--- config.mk ---
export PLATFORM = sky130hd
export DESIGN_NAME = fprint_comparator_flat
export DESIGN_NICKNAME = d
export VERILOG_FILES = /design/src/rtl/fprint_comparator_pkg.sv /design/src/rtl/fprint_comparator_if.sv /design/src/rtl/fprint_comparator_vote.sv /design/src/rtl/fprint_comparator.sv /design/src/flat_wrapper.sv
export SDC_FILE = /design/constraint.sdc
export NUM_CORES = 1
export LEC_CHECK = 0
export CAP_MARGIN = 25
export CORE_UTILIZATION = 44
export DETAILED_ROUTE_END_ITERATION = 7
export PLACE_DENSITY = 0.75
export SLEW_MARGIN = 20
export SYNTH_ARGS = -nofsm -noshare
export SYNTH_HDL_FRONTEND = slang
export SYNTH_SLANG_ARGS = --single-unit
--- constraint.sdc ---
create_clock -name clk -period 2.3 [get_ports clk]
set_clock_uncertainty 0.15 [all_clocks]
set_input_delay 0.46 -clock clk [delete_from_list [all_inputs] [get_ports clk]]
set_output_delay 0.46 -clock clk [all_outputs]
set_load 0.01 [all_outputs]
--- src/rtl/fprint_comparator_pkg.sv ---
// Shared types and widths for the fingerprint comparator (package fprint_comp_pkg).
// Build option FPRINT_COMP_TMR_EN selects three-core operation.
`ifndef CRC_KEY_WIDTH
`define CRC_KEY_WIDTH 4
`endif
`ifndef CRC_RAM_ADDRESS_WIDTH
`define CRC_RAM_ADDRESS_WIDTH 8
`endif
`ifndef CRC_WIDTH
`define CRC_WIDTH 16
`endif

package fprint_comp_pkg;
  localparam int KEY_W  = `CRC_KEY_WIDTH;
  localparam int ADDR_W = `CRC_RAM_ADDRESS_WIDTH;
  localparam int DATA_W = `CRC_WIDTH;

`ifdef FPRINT_COMP_TMR_EN
  localparam int N_CORES = 3;
`else
  localparam int N_CORES = 2;
`endif
  // RD sub-step on which the last fingerprint word is captured
  localparam logic [1:0] RD_LAST = 2'(N_CORES);

  // Core 0 shares code 0 with FAULT_NONE; result_pass tells them apart.
  localparam logic [1:0] FAULT_NONE  = 2'd0;
  localparam logic [1:0] FAULT_CORE0 = 2'd0;
  localparam logic [1:0] FAULT_CORE1 = 2'd1;
  localparam logic [1:0] FAULT_CORE2 = 2'd2;
  localparam logic [1:0] FAULT_UNK   = 2'd3;

  typedef enum logic [2:0] {
    IDLE    = 3'd0,
    RD      = 3'd1,
    CMP     = 3'd2,
    INC     = 3'd3,
    SETTLE  = 3'd4,
    REPORT  = 3'd5,
    RST_REQ = 3'd6
  } comp_state_e;
endpackage

--- src/rtl/fprint_comparator_if.sv ---
// Bus bundle between the fingerprint comparator and its task/RAM/tail environment.
interface fprint_comparator_if #(
  parameter int CNT_W = 4
);
  import fprint_comp_pkg::*;

  logic              check_req;
  logic [KEY_W-1:0]  check_task_id;
  logic [CNT_W-1:0]  check_count;
  logic              check_ready;
  logic [KEY_W-1:0]  comparator_task_id;
  logic              comparator_inc_tail_pointer;
  logic              comp_inc_tail_pointer_ack;
  logic              comp_reset_task;
  logic [ADDR_W-1:0] comp_tail_pointer_0;
  logic [ADDR_W-1:0] comp_tail_pointer_1;
  logic [ADDR_W-1:0] comp_tail_pointer_2;
  logic              ram_rd;
  logic [ADDR_W-1:0] ram_addr;
  logic [DATA_W-1:0] ram_rdata;
  logic              result_valid;
  logic              result_pass;
  logic [1:0]        result_fault_core;
  logic [CNT_W-1:0]  result_index;

  modport master (
    input  check_req, check_task_id, check_count, comp_inc_tail_pointer_ack,
           comp_tail_pointer_0, comp_tail_pointer_1, comp_tail_pointer_2, ram_rdata,
    output check_ready, comparator_task_id, comparator_inc_tail_pointer, comp_reset_task,
           ram_rd, ram_addr, result_valid, result_pass, result_fault_core, result_index
  );

  modport slave (
    output check_req, check_task_id, check_count, comp_inc_tail_pointer_ack,
           comp_tail_pointer_0, comp_tail_pointer_1, comp_tail_pointer_2, ram_rdata,
    input  check_ready, comparator_task_id, comparator_inc_tail_pointer, comp_reset_task,
           ram_rd, ram_addr, result_valid, result_pass, result_fault_core, result_index
  );
endinterface

--- src/rtl/fprint_comparator_vote.sv ---
// Combinational 2- or 3-way fingerprint vote with faulty-core selection (FPRINT_COMP_TMR_EN).
module fprint_vote
  import fprint_comp_pkg::*;
(
  input  logic [DATA_W-1:0] w0,
  input  logic [DATA_W-1:0] w1,
  input  logic [DATA_W-1:0] w2,
  output logic              match,
  output logic [1:0]        fault_core
);
  logic e01_s;
  assign e01_s = (w0 == w1);

`ifdef FPRINT_COMP_TMR_EN
  logic e02_s;
  logic e12_s;
  assign e02_s = (w0 == w2);
  assign e12_s = (w1 == w2);

  // The odd one out is the core disagreeing with an agreeing pair
  always_comb begin
    match      = 1'b0;
    fault_core = FAULT_UNK;
    if (e01_s && e12_s) begin
      match      = 1'b1;
      fault_core = FAULT_NONE;
    end else if (e12_s) begin
      fault_core = FAULT_CORE0;
    end else if (e02_s) begin
      fault_core = FAULT_CORE1;
    end else if (e01_s) begin
      fault_core = FAULT_CORE2;
    end else begin
      fault_core = FAULT_UNK;
    end
  end
`else
  logic unused_w2_s;
  assign unused_w2_s = ^w2;

  // With two cores a mismatch cannot be attributed
  always_comb begin
    match      = 1'b0;
    fault_core = FAULT_UNK;
    if (e01_s) begin
      match      = 1'b1;
      fault_core = FAULT_NONE;
    end else begin
      match      = 1'b0;
      fault_core = FAULT_UNK;
    end
  end
`endif
endmodule

--- src/rtl/fprint_comparator.sv ---
// Fingerprint comparator: reads one entry per core, votes, and advances tail pointers.
// Build option FPRINT_COMP_TMR_EN adds core 2 to the read and the vote.
module fprint_comparator
  import fprint_comp_pkg::*;
#(
  parameter int CNT_W = 4
) (
  input logic                 clk,
  input logic                 comp_reset_task_ack,
  fprint_comparator_if.master bus
);
  comp_state_e       state_r, state_nx;
  logic [KEY_W-1:0]  task_id_r;
  logic [CNT_W-1:0]  count_r, idx_r, idx_inc_s;
  logic [1:0]        rd_cnt_r, rd_cnt_nx;
  logic [DATA_W-1:0] w0_r, w1_r, w2_s;
  logic [ADDR_W-1:0] tail_sel_s;
  logic              vote_match_s;
  logic [1:0]        vote_fault_s;

  logic              check_ready_r, ram_rd_r, inc_r, reset_task_r, valid_r, pass_r;
  logic [ADDR_W-1:0] ram_addr_r;
  logic [1:0]        fault_r;
  logic [CNT_W-1:0]  index_r;
  logic              check_ready_s, ram_rd_s, inc_s, reset_task_s, valid_s, pass_s;
  logic [ADDR_W-1:0] ram_addr_s;
  logic [1:0]        fault_s;
  logic [CNT_W-1:0]  index_s;

`ifdef FPRINT_COMP_TMR_EN
  logic [DATA_W-1:0] w2_r;
  assign w2_s = w2_r;
`else
  logic unused_tail2_s;
  assign w2_s           = {DATA_W{1'b0}};
  assign unused_tail2_s = ^bus.comp_tail_pointer_2;
`endif

  assign idx_inc_s = idx_r + {{(CNT_W-1){1'b0}}, 1'b1};

  fprint_vote u_vote (
    .w0        (w0_r),
    .w1        (w1_r),
    .w2        (w2_s),
    .match     (vote_match_s),
    .fault_core(vote_fault_s)
  );

  // State register
  always_ff @(posedge clk or posedge comp_reset_task_ack) begin
    if (comp_reset_task_ack) begin
      state_r <= IDLE;
    end else begin
      state_r <= state_nx;
    end
  end

  // Next-state logic
  always_comb begin
    state_nx = state_r;
    case (state_r)
      IDLE:    if (bus.check_req) state_nx = (bus.check_count == {CNT_W{1'b0}}) ? REPORT : RD;
               else state_nx = IDLE;
      RD:      if (rd_cnt_r == RD_LAST) state_nx = CMP;
               else state_nx = RD;
      CMP:     if (vote_match_s) state_nx = INC;
               else state_nx = REPORT;
      INC:     if (bus.comp_inc_tail_pointer_ack) state_nx = SETTLE;
               else state_nx = INC;
      SETTLE:  if (idx_inc_s == count_r) state_nx = REPORT;
               else state_nx = RD;
      REPORT:  state_nx = RST_REQ;
      RST_REQ: state_nx = RST_REQ;
      default: state_nx = IDLE;
    endcase
  end

  // Read sub-step sequencing and tail selection for the upcoming read
  always_comb begin
    rd_cnt_nx  = 2'd0;
    tail_sel_s = bus.comp_tail_pointer_0;
    if (state_r == RD && rd_cnt_r != RD_LAST) rd_cnt_nx = rd_cnt_r + 2'd1;
    else rd_cnt_nx = 2'd0;
    case (rd_cnt_nx)
      2'd0:    tail_sel_s = bus.comp_tail_pointer_0;
      2'd1:    tail_sel_s = bus.comp_tail_pointer_1;
`ifdef FPRINT_COMP_TMR_EN
      2'd2:    tail_sel_s = bus.comp_tail_pointer_2;
`endif
      default: tail_sel_s = bus.comp_tail_pointer_0;
    endcase
  end

  // Task latch, entry index and fingerprint capture
  always_ff @(posedge clk or posedge comp_reset_task_ack) begin
    if (comp_reset_task_ack) begin
      task_id_r <= {KEY_W{1'b0}};
      count_r   <= {CNT_W{1'b0}};
      idx_r     <= {CNT_W{1'b0}};
      rd_cnt_r  <= 2'd0;
      w0_r      <= {DATA_W{1'b0}};
      w1_r      <= {DATA_W{1'b0}};
`ifdef FPRINT_COMP_TMR_EN
      w2_r      <= {DATA_W{1'b0}};
`endif
    end else begin
      rd_cnt_r <= rd_cnt_nx;
      case (state_r)
        IDLE: if (bus.check_req) begin
          task_id_r <= bus.check_task_id;
          count_r   <= bus.check_count;
          idx_r     <= {CNT_W{1'b0}};
        end
        // Word k arrives the cycle after read k, i.e. on sub-step k+1
        RD: case (rd_cnt_r)
          2'd1:    w0_r <= bus.ram_rdata;
          2'd2:    w1_r <= bus.ram_rdata;
`ifdef FPRINT_COMP_TMR_EN
          2'd3:    w2_r <= bus.ram_rdata;
`endif
          default: ;
        endcase
        SETTLE:  idx_r <= idx_inc_s;
        default: ;
      endcase
    end
  end

  // Output decode from the next state so every output leaves a flop
  always_comb begin
    check_ready_s = (state_nx == IDLE);
    ram_rd_s      = (state_nx == RD) && (rd_cnt_nx != RD_LAST);
    ram_addr_s    = ram_rd_s ? tail_sel_s : {ADDR_W{1'b0}};
    inc_s         = (state_nx == INC);
    reset_task_s  = (state_nx == RST_REQ);
    valid_s       = (state_nx == REPORT);
    pass_s        = pass_r;
    fault_s       = fault_r;
    index_s       = index_r;
    if (state_r == CMP && !vote_match_s) begin
      pass_s  = 1'b0;
      fault_s = vote_fault_s;
      index_s = idx_r;
    end else if (state_nx == REPORT && state_r != REPORT) begin
      pass_s  = 1'b1;
      fault_s = FAULT_NONE;
      index_s = {CNT_W{1'b0}};
    end else begin
      pass_s  = pass_r;
      fault_s = fault_r;
      index_s = index_r;
    end
  end

  // Output registers
  always_ff @(posedge clk or posedge comp_reset_task_ack) begin
    if (comp_reset_task_ack) begin
      check_ready_r <= 1'b1;
      ram_rd_r      <= 1'b0;
      ram_addr_r    <= {ADDR_W{1'b0}};
      inc_r         <= 1'b0;
      reset_task_r  <= 1'b0;
      valid_r       <= 1'b0;
      pass_r        <= 1'b0;
      fault_r       <= 2'd0;
      index_r       <= {CNT_W{1'b0}};
    end else begin
      check_ready_r <= check_ready_s;
      ram_rd_r      <= ram_rd_s;
      ram_addr_r    <= ram_addr_s;
      inc_r         <= inc_s;
      reset_task_r  <= reset_task_s;
      valid_r       <= valid_s;
      pass_r        <= pass_s;
      fault_r       <= fault_s;
      index_r       <= index_s;
    end
  end

  assign bus.check_ready                 = check_ready_r;
  assign bus.comparator_task_id          = task_id_r;
  assign bus.comparator_inc_tail_pointer = inc_r;
  assign bus.comp_reset_task             = reset_task_r;
  assign bus.ram_rd                      = ram_rd_r;
  assign bus.ram_addr                    = ram_addr_r;
  assign bus.result_valid                = valid_r;
  assign bus.result_pass                 = pass_r;
  assign bus.result_fault_core           = fault_r;
  assign bus.result_index                = index_r;
endmodule

--- src/flat_wrapper.sv ---
// flat-port wrapper written by rule: the top's interface ports become plain ports
module fprint_comparator_flat import fprint_comp_pkg::*;
#(
  parameter int CNT_W = 4
)
  (clk, comp_reset_task_ack, bus_check_req, bus_check_task_id, bus_check_count, bus_comp_inc_tail_pointer_ack, bus_comp_tail_pointer_0, bus_comp_tail_pointer_1, bus_comp_tail_pointer_2, bus_ram_rdata, bus_check_ready, bus_comparator_task_id, bus_comparator_inc_tail_pointer, bus_comp_reset_task, bus_ram_rd, bus_ram_addr, bus_result_valid, bus_result_pass, bus_result_fault_core, bus_result_index);
  fprint_comparator_if #(.CNT_W(CNT_W)) bus_i ();
  input logic clk;
  input logic comp_reset_task_ack;
  input wire logic [$bits(bus_i.check_req)-1:0] bus_check_req;
  input wire logic [$bits(bus_i.check_task_id)-1:0] bus_check_task_id;
  input wire logic [$bits(bus_i.check_count)-1:0] bus_check_count;
  input wire logic [$bits(bus_i.comp_inc_tail_pointer_ack)-1:0] bus_comp_inc_tail_pointer_ack;
  input wire logic [$bits(bus_i.comp_tail_pointer_0)-1:0] bus_comp_tail_pointer_0;
  input wire logic [$bits(bus_i.comp_tail_pointer_1)-1:0] bus_comp_tail_pointer_1;
  input wire logic [$bits(bus_i.comp_tail_pointer_2)-1:0] bus_comp_tail_pointer_2;
  input wire logic [$bits(bus_i.ram_rdata)-1:0] bus_ram_rdata;
  output wire logic [$bits(bus_i.check_ready)-1:0] bus_check_ready;
  output wire logic [$bits(bus_i.comparator_task_id)-1:0] bus_comparator_task_id;
  output wire logic [$bits(bus_i.comparator_inc_tail_pointer)-1:0] bus_comparator_inc_tail_pointer;
  output wire logic [$bits(bus_i.comp_reset_task)-1:0] bus_comp_reset_task;
  output wire logic [$bits(bus_i.ram_rd)-1:0] bus_ram_rd;
  output wire logic [$bits(bus_i.ram_addr)-1:0] bus_ram_addr;
  output wire logic [$bits(bus_i.result_valid)-1:0] bus_result_valid;
  output wire logic [$bits(bus_i.result_pass)-1:0] bus_result_pass;
  output wire logic [$bits(bus_i.result_fault_core)-1:0] bus_result_fault_core;
  output wire logic [$bits(bus_i.result_index)-1:0] bus_result_index;
  assign bus_i.check_req = bus_check_req;
  assign bus_i.check_task_id = bus_check_task_id;
  assign bus_i.check_count = bus_check_count;
  assign bus_i.comp_inc_tail_pointer_ack = bus_comp_inc_tail_pointer_ack;
  assign bus_i.comp_tail_pointer_0 = bus_comp_tail_pointer_0;
  assign bus_i.comp_tail_pointer_1 = bus_comp_tail_pointer_1;
  assign bus_i.comp_tail_pointer_2 = bus_comp_tail_pointer_2;
  assign bus_i.ram_rdata = bus_ram_rdata;
  assign bus_check_ready = bus_i.check_ready;
  assign bus_comparator_task_id = bus_i.comparator_task_id;
  assign bus_comparator_inc_tail_pointer = bus_i.comparator_inc_tail_pointer;
  assign bus_comp_reset_task = bus_i.comp_reset_task;
  assign bus_ram_rd = bus_i.ram_rd;
  assign bus_ram_addr = bus_i.ram_addr;
  assign bus_result_valid = bus_i.result_valid;
  assign bus_result_pass = bus_i.result_pass;
  assign bus_result_fault_core = bus_i.result_fault_core;
  assign bus_result_index = bus_i.result_index;
  fprint_comparator #(.CNT_W(CNT_W)) u_core (.clk(clk), .comp_reset_task_ack(comp_reset_task_ack), .bus(bus_i));
endmodule
**Cell outlines without signal wires**

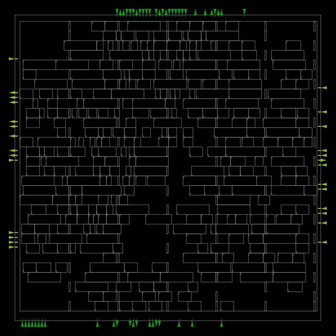
placeable core region: 6830 sq um
fraction of area in registers: 40.8%
final core utilization: 61.1%
number of flip-flops and latches: 68

**Signal wires by layer**

Scale bar: 20 um.
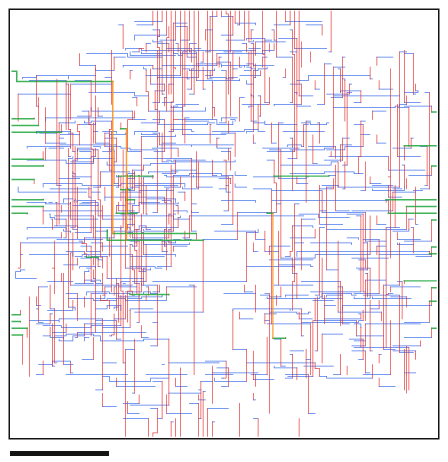
- M1: blue (wire length 2780 um)
- M2: red (wire length 2920 um)
- M3: green (wire length 207 um)
- M4: orange (wire length 78.2 um)
via total after detailed routing: 2174
detail-routed net length per standard cell: 13.8 um

**Gate-type map**

Scale bar: 20 um.
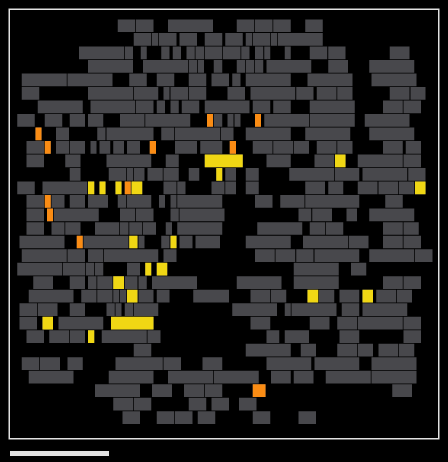
- inv cells: orange (cells 11)
- nor cells: yellow (cells 19)
number of cells in the finished layout apart from fillers: 434
fraction of standard cell area in multi-input logic: 31.3%

==> qor_table.md <==
| Stage | Result | This run |
| --- | --- | --- |
| run status | Outcome | completed |
| synthesis | Post-synthesis instance area | 3110 sq um |
| job | Stage-log warning count | 35 |
| synthesis | Post-synthesis instance total | 253 |
| worst setup path | Cell family with most CP delay | AND-OR/OR-AND gates |
| drt | Detailed route wirelength on metal2 | 2.92 mm |
| layout | Logic Gate Count | 163 |
| worst setup path | Reg2reg start | u_core.rd_cnt_r[0] |
| pwr | Power dissipated by switching net loads | 1840 uW |
| clock network | Hold Buf Count CTS | 0 |
| min path | Worst hold-check path type | primary input to asynchronous set/reset pin |
| synthesis | Top cell type by instance count after synthesis | dfrtp_1 |
| worst setup path | Cell with the largest stage delay on the worst path | dfrtp_1 |
| global routing | GR met3 Demand/Resource | 3.95% |
| final timing | Setup TNS | 0 ps |
| clock network | Clk ins delay skew pair | 330 ps |
| layout | Commonest cells after routing, fill and taps aside | clkdlybuf4s50_1, dfrtp_1, mux2_2, nand2_1, xor2_1 |
| synthesis | Yosys chip area | 3110 sq um |
| global routing | Global route hottest layer | met2 |
| synthesis | Cell variety after synth | 44 |
| place | HPWL reported at the end of detailed placement | 4.31 mm |
| pwr | Share of total power consumed by net switching | 33.4% |
| synthesis | Post-synthesis share of cell area spent on full adders, half adders and majority gates | 1.21% |
| pwr | Comb power frac | 42.1% |
| worst setup path | Worst path bufs/invs | 1 |
| synthesis | Proportion of register bits with asynchronous set or reset after synthesis | 100% |
| pwr | Highest-power group | combinational logic |
| clock network | Clock transition at the registers of the reported paths | 70 ps |
| drt | Iter 0 DRT Violations | 55 |
| final timing | Final hold violation count | 0 |
| worst setup path | Crit. End Element | flip-flop |
| pwr | Leakage | 0.00182 uW |
| die | Number of top-level design ports | 76 |
| clock network | CTS tree | built |
| layout | Ratio of cells with drive above 1 in the final layout | 23.1% |
| final timing | Final period utilization | 94.4% |
| global routing | Pin count of the biggest net entering global routing | 33 |
| final timing | Post-route minimum period | 2170 ps |
| final timing | Actual slew at the worst max-slew pin | 454 ps |
| layout | Number of clock buffer instances in the layout | 12 |
| drt | DRT antenna net count | 0 |
| synthesis | Post-synthesis cell type with the largest combined area | dfrtp_1 |
| clock network | Level count of the clock H-tree | 3 |
| pwr | Clock power share | 19.5% |
**Placement by cell class**

Scale bar: 20 um. Fill, decap, tap and diode cells in grey.
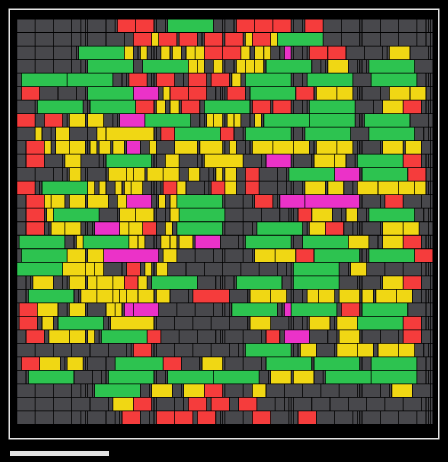
- remaining buffers and delay cells: red (cells 80; share of their area 19%)
- clock drivers and dummy loads: magenta (cells 16; share of their area 5.4%)
- registers: green (cells 68; share of their area 42%)
- remaining logic cells: yellow (cells 174; share of their area 33%)
std cell rows: 30
Post-Layout Inst Area: 4170 sq um

**Sequential cells coloured by netlist name**

Scale bar: 20 um.
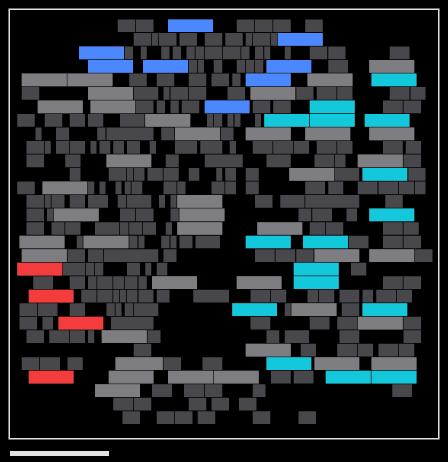
- `u_core.bus.ram_addr`: blue (flops 8)
- `u_core.w1_r`: cyan (flops 16)
- `u_core.count_r`: red (flops 4)
- not coloured: 40
Flop+latch power: 2120 uW
register cell area after layout: 1700 sq um

stage by stage:
| stage | setup slack [ps] | area (sq um) |
|---|---|---|
| after detailed placement | 72.0 | 3960 |
| final | 129 | 4170 |
| after floorplan | 186 | 3120 |
| after global placement | 143 | 3960 |
| after global routing | 19.4 | 4170 |
| after CTS | 121 | 4170 |
registers in the layout, indices dropped and copies added (netlist names), 2 cells and up:
name	flops
u_core.state_r	3
u_core.idx_r	4
u_core.bus.result_index	4
u_core.bus.comparator_task_id	4
u_core.count_r	4
u_core.bus.ram_addr	8
u_core.w1_r	16
u_core.rd_cnt_r	2
u_core.w0_r	16
Power is estimated from default activity; no workload was simulated.
